==> config.mk <==
export PLATFORM = sky130hd
export DESIGN_NAME = serial_subtractor
export DESIGN_NICKNAME = d
export VERILOG_FILES = /design/src/rtl/serial_arith_pkg.sv /design/src/rtl/full_subtractor.sv /design/src/rtl/serial_subtractor.sv
export SDC_FILE = /design/constraint.sdc
export NUM_CORES = 1
export LEC_CHECK = 0
export ABC_AREA = 1
export CORE_MARGIN = 4
export CORE_UTILIZATION = 35
export DETAILED_ROUTE_END_ITERATION = 8
export PLACE_DENSITY = 0.62
export RECOVER_POWER = 25
export SLEW_MARGIN = 20
export SYNTH_ARGS = -nofsm -noshare
export SYNTH_HDL_FRONTEND = slang
export SYNTH_SLANG_ARGS = --single-unit
export TNS_END_PERCENT = 5
==> constraint.sdc <==
create_clock -name clk -period 3.9 [get_ports clk]
set_input_delay 0.975 -clock clk [delete_from_list [all_inputs] [get_ports clk]]
set_output_delay 0.975 -clock clk [all_outputs]
set_load 0.005 [all_outputs]
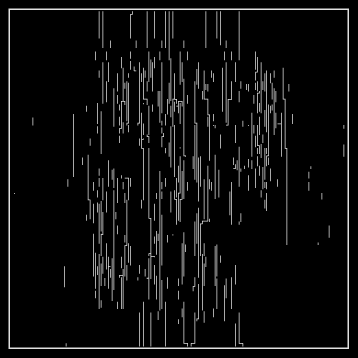
Figure 1: metal 2.
(4 px per µm)
The wires run mostly vertical. The layer carries 1740 µm of wire. 206 nets have wire on it. The longest straight run is 34.7 µm.
met2 track demand over resource: 18.5%
routed vias: 1454
routed wire length: 3.77 mm

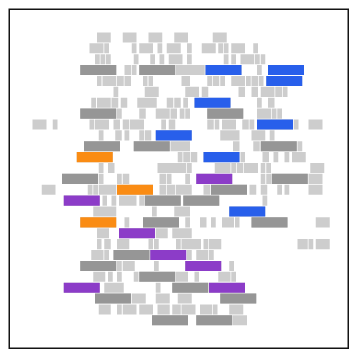
Figure 2: register map, names as in the netlist.
(4 px per µm) Other sequential cells in the stronger grey, the rest of the logic in the fainter grey.
a_sh_reg: drawn in blue, flops 8. res_reg: drawn in purple, flops 7. cnt_reg: drawn in orange, flops 3.
Another 22 sequential cells are not coloured.
flop share of the area: 41.6%
P_seq: 0.731 mW
Final Util: 43.2%
FF/Latch Area: 0.00100 mm²

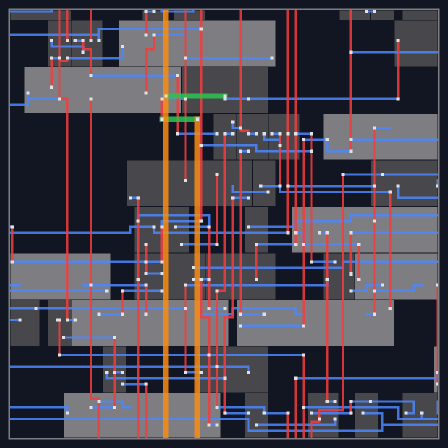
Figure 3: a small window of the routed layout.
Region (30, 30) to (55, 55) µm. Cells in grey, sequential cells in the stronger grey; small squares are vias.
metal 2: drawn in red. metal 1: drawn in blue. metal 4: drawn in orange. metal 3: drawn in green.
33 logic cells have their middle in the window. Sequential cells in the window: 9. Most frequent: dfrtp_1 (9).

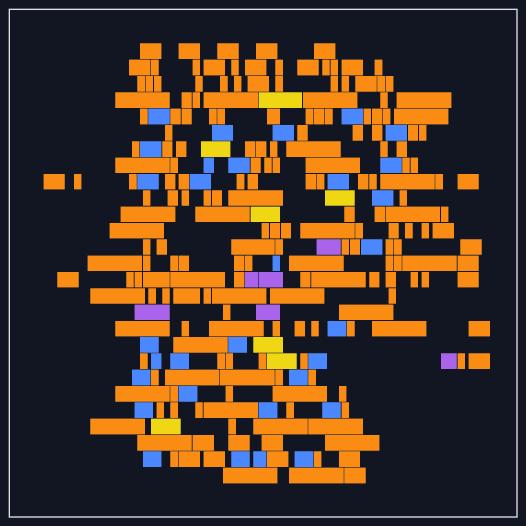
Figure 4: sizing map.
(6 px per µm)
_3 and _4 cells: drawn in purple, cells 6. _2 cells: drawn in blue, cells 31. _0 and _1 cells: drawn in orange, cells 204. _6 and larger: drawn in yellow, cells 7.
Area growth syn-to-layout: 18.0%
Final WS setup: 1.51 ns
post-route cell area: 0.00241 mm²
Non-CTS buffers: 30

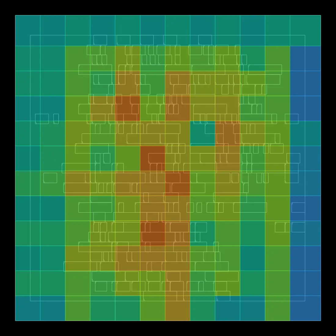
Figure 5: congestion heat map.
met1 Use GR: 15.7%
wire per inst: 11.8 µm

==> impl_metrics.yaml <==
# yosys + openroad results
sta:
  min_period_ns: 2.39
  slew-limit-headroom_pct: 26.5
  fmax_ghz: 0.418
  rsz0062_at_grt: "false"
  hold_violations: 0
  finalCritPeriodShare_pct: 61.4
  setup_tns_ns: 0
  drv_slew: 0
  setup_viol: 0
  hold_slack_ns: 0.479
  clock_skew_ns: 0.00603
  worstMarginPinSlew_ns: 1.10
layout:
  clk_share_pct: 3.84
  sh_comb_area_pct: 32.2
  nClkBuffers: 6
  comb.multi_input.count: 130
  fillCellCount: 589
  biggestCellCategory: "sequential cells"
  nets: 269
  ff_count: 40
  mi_logic_area_um2: 774
  num_antenna_cells: 0
  inverters: 40
  drive_above_1_share_pct: 17.7
  bufAreaShareNonClock_pct: 12.4
global_route:
  grtUsageTotal_pct: 11.9
  grt_pass1_wl_mm: 6.87
  grt.overflow.total: 0
  grt_max_degree: 41
  grt_pass1_vias: 1467
  antenna_found_initial: 0
clock_tree:
  clock_sinks: 40
  cts_setup_buffers: 0
  clockBufferDepth: 2
  worstSkewPairLatency_ns: 0.29
  cts_tree: "built"
  htreeDepth: 2
  ctsRootBufferMaster: "clkbuf_8"
  cts_hold_buf: 0
  cts_resized: 0
  clkTransAtPathRegs_ns: 0.08
  cts_made_buffers: 5
synth:
  synth_top_area_share_pct: 49.0
  ys_area_mm2: 0.00204
  synthDistinctLibCells: 23
  edf_count: 0
  synthTopCellsByArea: "dfrtp_1 (49%), nand2_1 (9.6%), nand3_1 (7.6%), inv_1 (7.0%), nand3_2 (6.4%)"
  most_common_cell: "nand2_1"
  syn-instance-count: 221
  ys.flops: 40
  syn_area_per_cell_um2: 9.24
  synth_area_mm2: 0.00204
  synth_area_leader_cell: "dfrtp_1"
  synthFlopType: "dfrtp_1"
  synth-seq-area-share_pct: 49.0
  yosys_cells: 221
  synthArstFlopShare_pct: 100
  synth_warnings: 0
  common_cells: "nand2_1 (52), dfrtp_1 (40), inv_1 (38)"
placed_design:
  dp.cells: 312
  portBuffers: 29
  gp_congestion: 0.776
  dp_hpwl_mm: 2.48
power:
  ir_drop_mv: 0.251
  leakagePower_nw: 1.23
  p_int_mw: 1.11
  switching_share_pct: 39.2
  power.clock.fraction_pct: 15.8
  p_seq_share_pct: 40.1
  switching_power_mw: 0.715
detailed_routing:
  first_pass_iters: 4
  drc: 0
  viasPerCell: 4.54
  antenna_left: 0
  drt_iter0_markers: 114
floorplanning:
  n_tap_cell: 72
  rows: 27
  dieArea_mm2: 0.00712
  core_mm2: 0.00557
  fp_util_pct: 36.6
  die_h_um: 84.4
  die_w_um: 84.4
  ios: 30
worst_setup_path:
  path_max_fanout: 34
  critPathCaptureType: "register"
  slowest_delay_ns: 0.79
  regToRegSetupSlack_ns: 1.51
  crit_type: "reg2reg"
  worstPathArrival_ns: 2.55
  required_ns: 4.06
  reg2reg_depth: 3
  slowest_stage: "nand2_1"
  cp_cell_sequence: "nand2_1 > nand2_4 > o21ai_0"
min_path:
  worstHoldPathCells: 2
  hp-class: "reg2reg"
run:
  warnings: 26
  maxCapViolations: 0
outcome:
  status: "completed"
## cell families (layout without fill, tap and decap cells)
group           count (synthesis)  after routing  share of synthesized area (%)
compound gates                 20             20                           8.03
fa+ha+maj                       3              3                           2.21
buf+inv                        51             78                           12.3
flops                          40             40                           49.0
simple gates                  107            107                           28.5
## worst max-delay path: cells and delay by family (launching register included)
kind / cells / cell delay [ns]
flip-flops: 1 / 0.68
AND/OR/NAND/NOR: 2 / 1.43
AND-OR/OR-AND: 1 / 0.15
## per-layer routing
metal  track usage (%)  vias to the layer above  share of wire [%]
met2              18.5                       17                 46
met4              5.61                        0                2.4
met1              15.7                      695                 49
met3              2.55                        6                2.8
li1                  -                      736                  -
met5                 0                        -                  0
## cells in the final DEF (no fill, tap or decap), drive strengths merged
| cell type | n |
|---|---|
| nand3 | 44 |
| fa | 1 |
| clkbuf | 6 |
| nor2 | 5 |
| nand2 | 57 |
| nand4 | 1 |
| ha | 2 |
| dfrtp | 40 |
| buf | 1 |
| a21oi | 1 |
| o21ai | 19 |
| dlygate4sd3 | 1 |
| inv | 40 |
| clkdlybuf4s50 | 28 |
| clkinv | 2 |
## per-stage QoR
| step | setup slack (ns) | total power, mW |
|---|---|---|
| final | 1.51 | 1.82 |
| after detailed placement | 1.55 | 1.57 |
| after global placement | 1.59 | 1.55 |
| after CTS | 1.75 | 1.86 |
| after floorplan | 2.01 | 1.38 |
| after global routing | 1.17 | 1.99 |
## power groups by stage
stage	Combinational [mW]	Clock, mW	Sequential, mW
floorplan	0.672	0	0.704
global placement	0.809	0	0.742
detailed placement	0.825	0	0.745
CTS	0.827	0.295	0.740
global route	0.919	0.314	0.759
finish	0.803	0.288	0.731
No activity file was given, so power comes from the tool's default toggle rates.
